registers.png
The bar under the picture is 50 µm long.
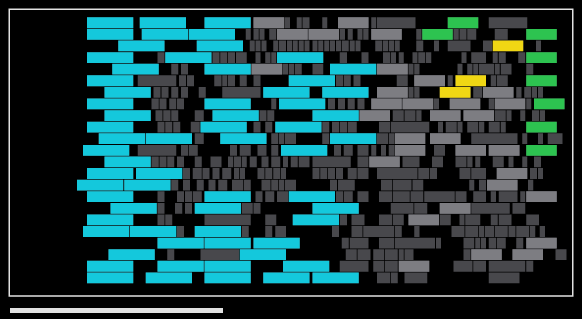
density.png
13 x 7 tiles, from black (low) to pale yellow (high), 0 to 100% covered.
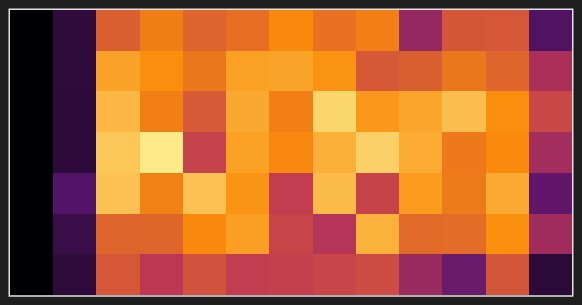
metal_stack.png
The bar under the picture is 50 µm long. Only two layers are drawn.
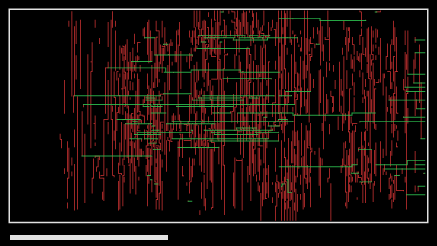
cell_classes.png
The bar under the picture is 50 µm long. Fill, decap, tap and diode cells in grey.
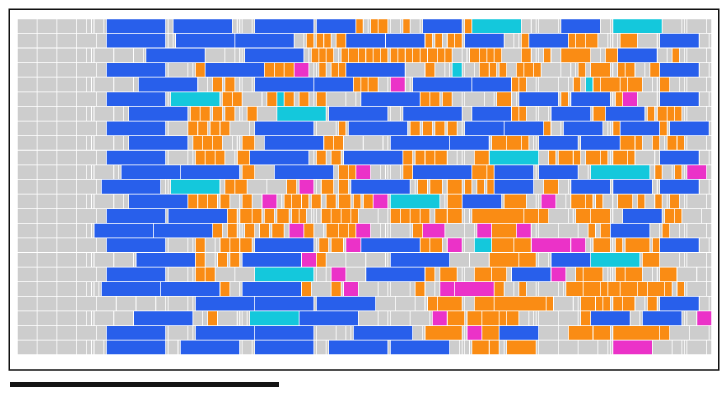
`config.mk`:
```
export PLATFORM = sky130hd
export DESIGN_NAME = trb_mem_arbiter
export DESIGN_NICKNAME = d
export VERILOG_FILES = /design/src/rtl/trb_mem_arbiter.sv
export SDC_FILE = /design/constraint.sdc
export NUM_CORES = 1
export LEC_CHECK = 0
export CAP_MARGIN = 20
export CORE_ASPECT_RATIO = 0.5
export CORE_UTILIZATION = 55
export CTS_CLUSTER_DIAMETER = 200
export CTS_CLUSTER_SIZE = 40
export DETAILED_ROUTE_END_ITERATION = 8
export DONT_BUFFER_PORTS = 1
export PLACE_DENSITY = 0.73
export SLEW_MARGIN = 20
export SYNTH_ARGS = -nofsm -noshare
export SYNTH_HDL_FRONTEND = slang
export SYNTH_SLANG_ARGS = --single-unit
```
`constraint.sdc`:
```
create_clock -name CLK_I -period 2.5 [get_ports CLK_I]
set_input_delay 0.25 -clock CLK_I [delete_from_list [all_inputs] [get_ports CLK_I]]
set_output_delay 0.25 -clock CLK_I [all_outputs]
set_load 0.005 [all_outputs]
```
`src/rtl/trb_mem_arbiter.sv`:
```
// trb_mem_arbiter
//   Shared trace-buffer RAM below the Logger memory port. A free-running
//   2-bit phase counter time-slices the single-port RAM:
//     phase 0 Logger read, phase 1 Logger write, phase 2 host read,
//     phase 3 host write.
//   The host exchange port performs swaps: it returns the trace word at
//   h_ptr and stores a stream word in its place, then advances h_ptr.
//
// Ports
//   CLK_I, RST_I          clock, synchronous active-high reset
//   RW_TURN_O             high during the Logger write slot (phase 1)
//   WRITE_I/WRITE_PTR_I/DMEM_I   Logger write intent, address, trace word
//   WRITE_ALLOW_O         Logger may write at WRITE_PTR_I (buffer not full)
//   READ_PTR_I/DMEM_O     Logger read address and data (stream word)
//   READ_ALLOW_O          word at READ_PTR_I was swapped in by the host
//   H_REQ_I/H_DATA_I      host swap request (level) and stream word
//   H_DATA_O/H_ACK_O      returned trace word and one-cycle completion pulse
//   H_AVAIL_O/H_PTR_O     unread trace exists, current host pointer

`ifndef TRB_ADDR_WIDTH
`define TRB_ADDR_WIDTH 3
`endif
`ifndef TRB_WIDTH
`define TRB_WIDTH 8
`endif

module trb_mem_arbiter #(
    parameter int unsigned ADDR_WIDTH = `TRB_ADDR_WIDTH,
    parameter int unsigned DATA_WIDTH = `TRB_WIDTH
) (
    input  logic                  CLK_I,
    input  logic                  RST_I,
    output logic                  RW_TURN_O,
    input  logic                  WRITE_I,
    input  logic [ADDR_WIDTH-1:0] WRITE_PTR_I,
    input  logic [DATA_WIDTH-1:0] DMEM_I,
    output logic                  WRITE_ALLOW_O,
    input  logic [ADDR_WIDTH-1:0] READ_PTR_I,
    output logic [DATA_WIDTH-1:0] DMEM_O,
    output logic                  READ_ALLOW_O,
    input  logic                  H_REQ_I,
    input  logic [DATA_WIDTH-1:0] H_DATA_I,
    output logic [DATA_WIDTH-1:0] H_DATA_O,
    output logic                  H_ACK_O,
    output logic                  H_AVAIL_O,
    output logic [ADDR_WIDTH-1:0] H_PTR_O
);

    localparam int unsigned DEPTH = 2 ** ADDR_WIDTH;

    typedef enum logic [2:0] {
        S_IDLE,
        S_WAIT,
        S_READ,
        S_WRITE,
        S_ACK
    } swap_state_t;

    swap_state_t state, state_nxt;

    logic [1:0]            phase;
    logic [ADDR_WIDTH-1:0] h_ptr;
    logic [ADDR_WIDTH-1:0] wr_limit;
    logic [ADDR_WIDTH-1:0] wr_ptr_inc;
    logic [ADDR_WIDTH-1:0] wr_limit_nxt;
    logic [ADDR_WIDTH-1:0] ram_addr;
    logic [DATA_WIDTH-1:0] ram_wdata;
    logic                  ram_we;
    logic                  write_allow;
    logic                  commit;

    logic [DATA_WIDTH-1:0] mem [DEPTH];
    logic [DATA_WIDTH-1:0] stream_q;
    logic [DATA_WIDTH-1:0] host_rd_q;
    logic [DATA_WIDTH-1:0] h_data_q;
    logic [DATA_WIDTH-1:0] dmem_q;

    // Slot decode and RAM port multiplexing
    always_comb begin
        wr_ptr_inc   = WRITE_PTR_I + 1'b1;
        write_allow  = (wr_ptr_inc != h_ptr);
        commit       = (phase == 2'd1) && WRITE_I && write_allow;
        wr_limit_nxt = commit ? wr_ptr_inc : wr_limit;

        ram_addr = h_ptr;
        case (phase)
            2'd0:    ram_addr = READ_PTR_I;
            2'd1:    ram_addr = WRITE_PTR_I;
            default: ram_addr = h_ptr;
        endcase

        ram_we    = commit || (state == S_WRITE);
        ram_wdata = (state == S_WRITE) ? stream_q : DMEM_I;
    end

    // Swap FSM. The WAIT->READ decision is taken in phase 1 so that READ
    // lands on the phase-2 slot; it looks at the post-commit wr_limit so a
    // Logger write in that same phase 1 is served in the same round.
    always_comb begin
        state_nxt = state;
        case (state)
            S_IDLE:  if (H_REQ_I) state_nxt = S_WAIT;
            S_WAIT:  if ((phase == 2'd1) && (wr_limit_nxt != h_ptr)) state_nxt = S_READ;
            S_READ:  state_nxt = S_WRITE;
            S_WRITE: state_nxt = S_ACK;
            S_ACK:   state_nxt = S_IDLE;
            default: state_nxt = S_IDLE;
        endcase
    end

    always_ff @(posedge CLK_I) begin
        if (RST_I) begin
            phase     <= '0;
            state     <= S_IDLE;
            h_ptr     <= '0;
            wr_limit  <= '0;
            stream_q  <= '0;
            host_rd_q <= '0;
            h_data_q  <= '0;
            dmem_q    <= '0;
        end else begin
            phase <= phase + 1'b1;
            state <= state_nxt;
            if (commit)
                wr_limit <= wr_ptr_inc;
            if ((state == S_IDLE) && H_REQ_I)
                stream_q <= H_DATA_I;
            if (phase == 2'd0)
                dmem_q <= mem[ram_addr];
            if (state == S_READ)
                host_rd_q <= mem[ram_addr];
            if (state == S_WRITE) begin
                h_data_q <= host_rd_q;
                h_ptr    <= h_ptr + 1'b1;
            end
        end
    end

    // RAM array: contents are not reset
    always_ff @(posedge CLK_I) begin
        if (ram_we)
            mem[ram_addr] <= ram_wdata;
    end

    assign RW_TURN_O     = (phase == 2'd1);
    assign WRITE_ALLOW_O = write_allow;
    assign READ_ALLOW_O  = (READ_PTR_I != h_ptr);
    assign H_AVAIL_O     = (h_ptr != wr_limit);
    assign H_ACK_O       = (state == S_ACK);
    assign H_PTR_O       = h_ptr;
    assign H_DATA_O      = h_data_q;
    assign DMEM_O        = dmem_q;

endmodule

```
==> out/summary.rpt <==
============================================================================================
Status                                                                             completed
Critical path buffers and inverters                                                        3
Boundary pin count                                                                        50
Final Net Count                                                                          474
Flip-flop and latch share of the layout cell area                                      0.538
DRT antenna net count                                                                      0
Number of sequential storage elements                                                    107
Non-filler instance count after layout                                                   560
CTS Hold Buffers Added                                                                     1
Number of combinational gates with multiple inputs                                       294
Global route overflow                                                                      0
Comb. cell area                                                                  0.00167 mm²
Logic share of the area                                                                0.323
Synthesis-stage register bit count                                                       107
Largest family of logic cells by area                                           simple AND/OR/NAND/NOR gates
Pin count of the biggest net entering global routing                                      42
Category of the worst setup path capture point                                      register
Number of sinks handled by clock tree synthesis                                          107
MUX share of area                                                                    0.00216
Aggregate routed wire length                                                         10.9 mm
Number of detailed-route iterations in the first pass                                      5
Basic-gate share of the synthesized area counting and, or, nand and nor cells          0.197
Top cells by area, synth                                                        sky130_fd_sc_hd__edfxtp_1, sky130_fd_sc_hd__dfxtp_1, sky130_fd_sc_hd__nand3_1
Post-synth net total                                                                     469
Count of synthesis-stage warnings from yosys                                               0
Number of standard-cell rows in the floorplan                                             23
Post-synthesis xor/xnor area fraction                                                 0.0259
Final period util                                                                      0.909
Critical path type                                                                   reg2reg
Instance count along the most critical hold path                                           2
Max incr delay on CP                                                                 0.37 ns
Overall fraction of global-route tracks in use                                         0.252
Final number of max-transition violations                                                  0
Non-clock buffer area fraction after layout                                           0.0491
Source of the worst register-to-register timing path                                phase[0]
Hold path start                                                                  H_DATA_I[7]
Max VDD drop                                                                        0.355 mV
Worst Path Arrival                                                                   2.53 ns
X dimension of the die                                                                132 µm
Clock network fraction of design power                                                 0.379
Most instantiated cells after synthesis                                         sky130_fd_sc_hd__edfxtp_1, sky130_fd_sc_hd__nand2_1, sky130_fd_sc_hd__nand3_1
Crit path to                                                                       DMEM_O[0]
DP Area                                                                          0.00480 mm²
Clock buffer count in the final layout                                                    11
Post-Route Hold Slack                                                              0.0322 ns
Via count of the first global-routing pass                                              3158
Pre-CTS worst setup slack                                                           0.151 ns
Min-Delay Path Class                                                                  in2reg
Required time reported for the critical path endpoint                                2.76 ns
Die Size                                                                         0.00882 mm²
Worst relative slew slack                                                              0.465
First DRT Iteration DRCs                                                                 379
Fraction of post-synthesis cell area in the top cell type by area                      0.415
Number of buffers outside the clock class in the layout                                   28
Endpoint of the worst register-to-register path                                    DMEM_O[0]
Antenna violations before repair                                                           0
Clk_lat worst skew                                                                   0.35 ns
Height of the die                                                                    66.9 µm
Switching share of total power                                                         0.243
Design area                                                                      0.00517 mm²
Crit-path cells                                                                 inv_1, ha_2, buf_4, nor3b_4, buf_6, o21ai_0, nand4_1, nand4_1, a211oi_1
H-tree depth                                                                               3
Global placer's final weighted congestion                                              0.948
CTS buffer count                                                                           9
Register name with the most flops                                                        mem
Top library cells by usage in the layout, fill and taps aside                   sky130_fd_sc_hd__nand2_1, sky130_fd_sc_hd__edfxtp_1, sky130_fd_sc_hd__nand3_1
Layout cells sized above 1                                                             0.123
Clock network area share                                                              0.0593
Share of async-settable or async-resettable flops after synthesis                          0
Vias per cell                                                                           6.26
Adder-cell share of the synthesized area                                              0.0108
Final setup skew                                                                  0.00649 ns
Number of setup violations in the final report                                             0
Sw Pwr                                                                            0.000953 W
Cell Area, Synth                                                                 0.00464 mm²
Fmax achieved                                                                        440 MHz
Area of the core region                                                          0.00809 mm²
Biggest area consumer among cell classes                                        flip-flops and latches
Count of inverters not on the clock network in the layout                                  4
Stage-log warning count                                                                   28
Clk buf depth                                                                              2
Routed wire length per instance                                                      19.5 µm
Tmin final                                                                           2.27 ns
Post-CTS setup buffer count                                                                0
============================================================================================
Notes on registers.png above:
| colour | name in the netlist | flops |
|---|---|---|
| green | H_DATA_O | 8 |
| yellow | state | 3 |
| cyan | mem | 64 |

Notes on density.png above:
fullest tile: 95%
mean over tiles: 57%
tiles over 75% full: 30%
nearly empty tiles: 7.7%

Notes on metal_stack.png above:
| colour | layer | wire length |
|---|---|---|
| green | met3 | 871 µm |
| red | met2 | 5110 µm |

Notes on cell_classes.png above:
| colour | class | cells |
|---|---|---|
| cyan | clock drivers and dummy loads | 15 |
| orange | all other logic | 298 |
| magenta | other buffers and delay cells | 28 |
| blue | flops | 107 |

per-layer routing:
| layer | vias to the layer above | GRT usage | part of all wire |
|---|---|---|---|
| met5 | - | 0 | 0 |
| met4 | 0 | 0.0916 | 0.013 |
| met3 | 15 | 0.0723 | 0.080 |
| met2 | 170 | 0.409 | 0.47 |
| met1 | 1717 | 0.325 | 0.44 |
| li1 | 1602 | - | - |
power by group through the flow:
stage / Clock, W / Sequential (W) / Combinational, W
2_1_floorplan: 0 / 0.00199 / 0.000329
3_3_place_gp: 0 / 0.00201 / 0.000407
3_5_place_dp: 0 / 0.00201 / 0.000426
4_1_cts: 0.00150 / 0.00197 / 0.000441
5_1_grt: 0.00155 / 0.00198 / 0.000499
6_report: 0.00149 / 0.00197 / 0.000462
Power and IR drop assume default switching activity.
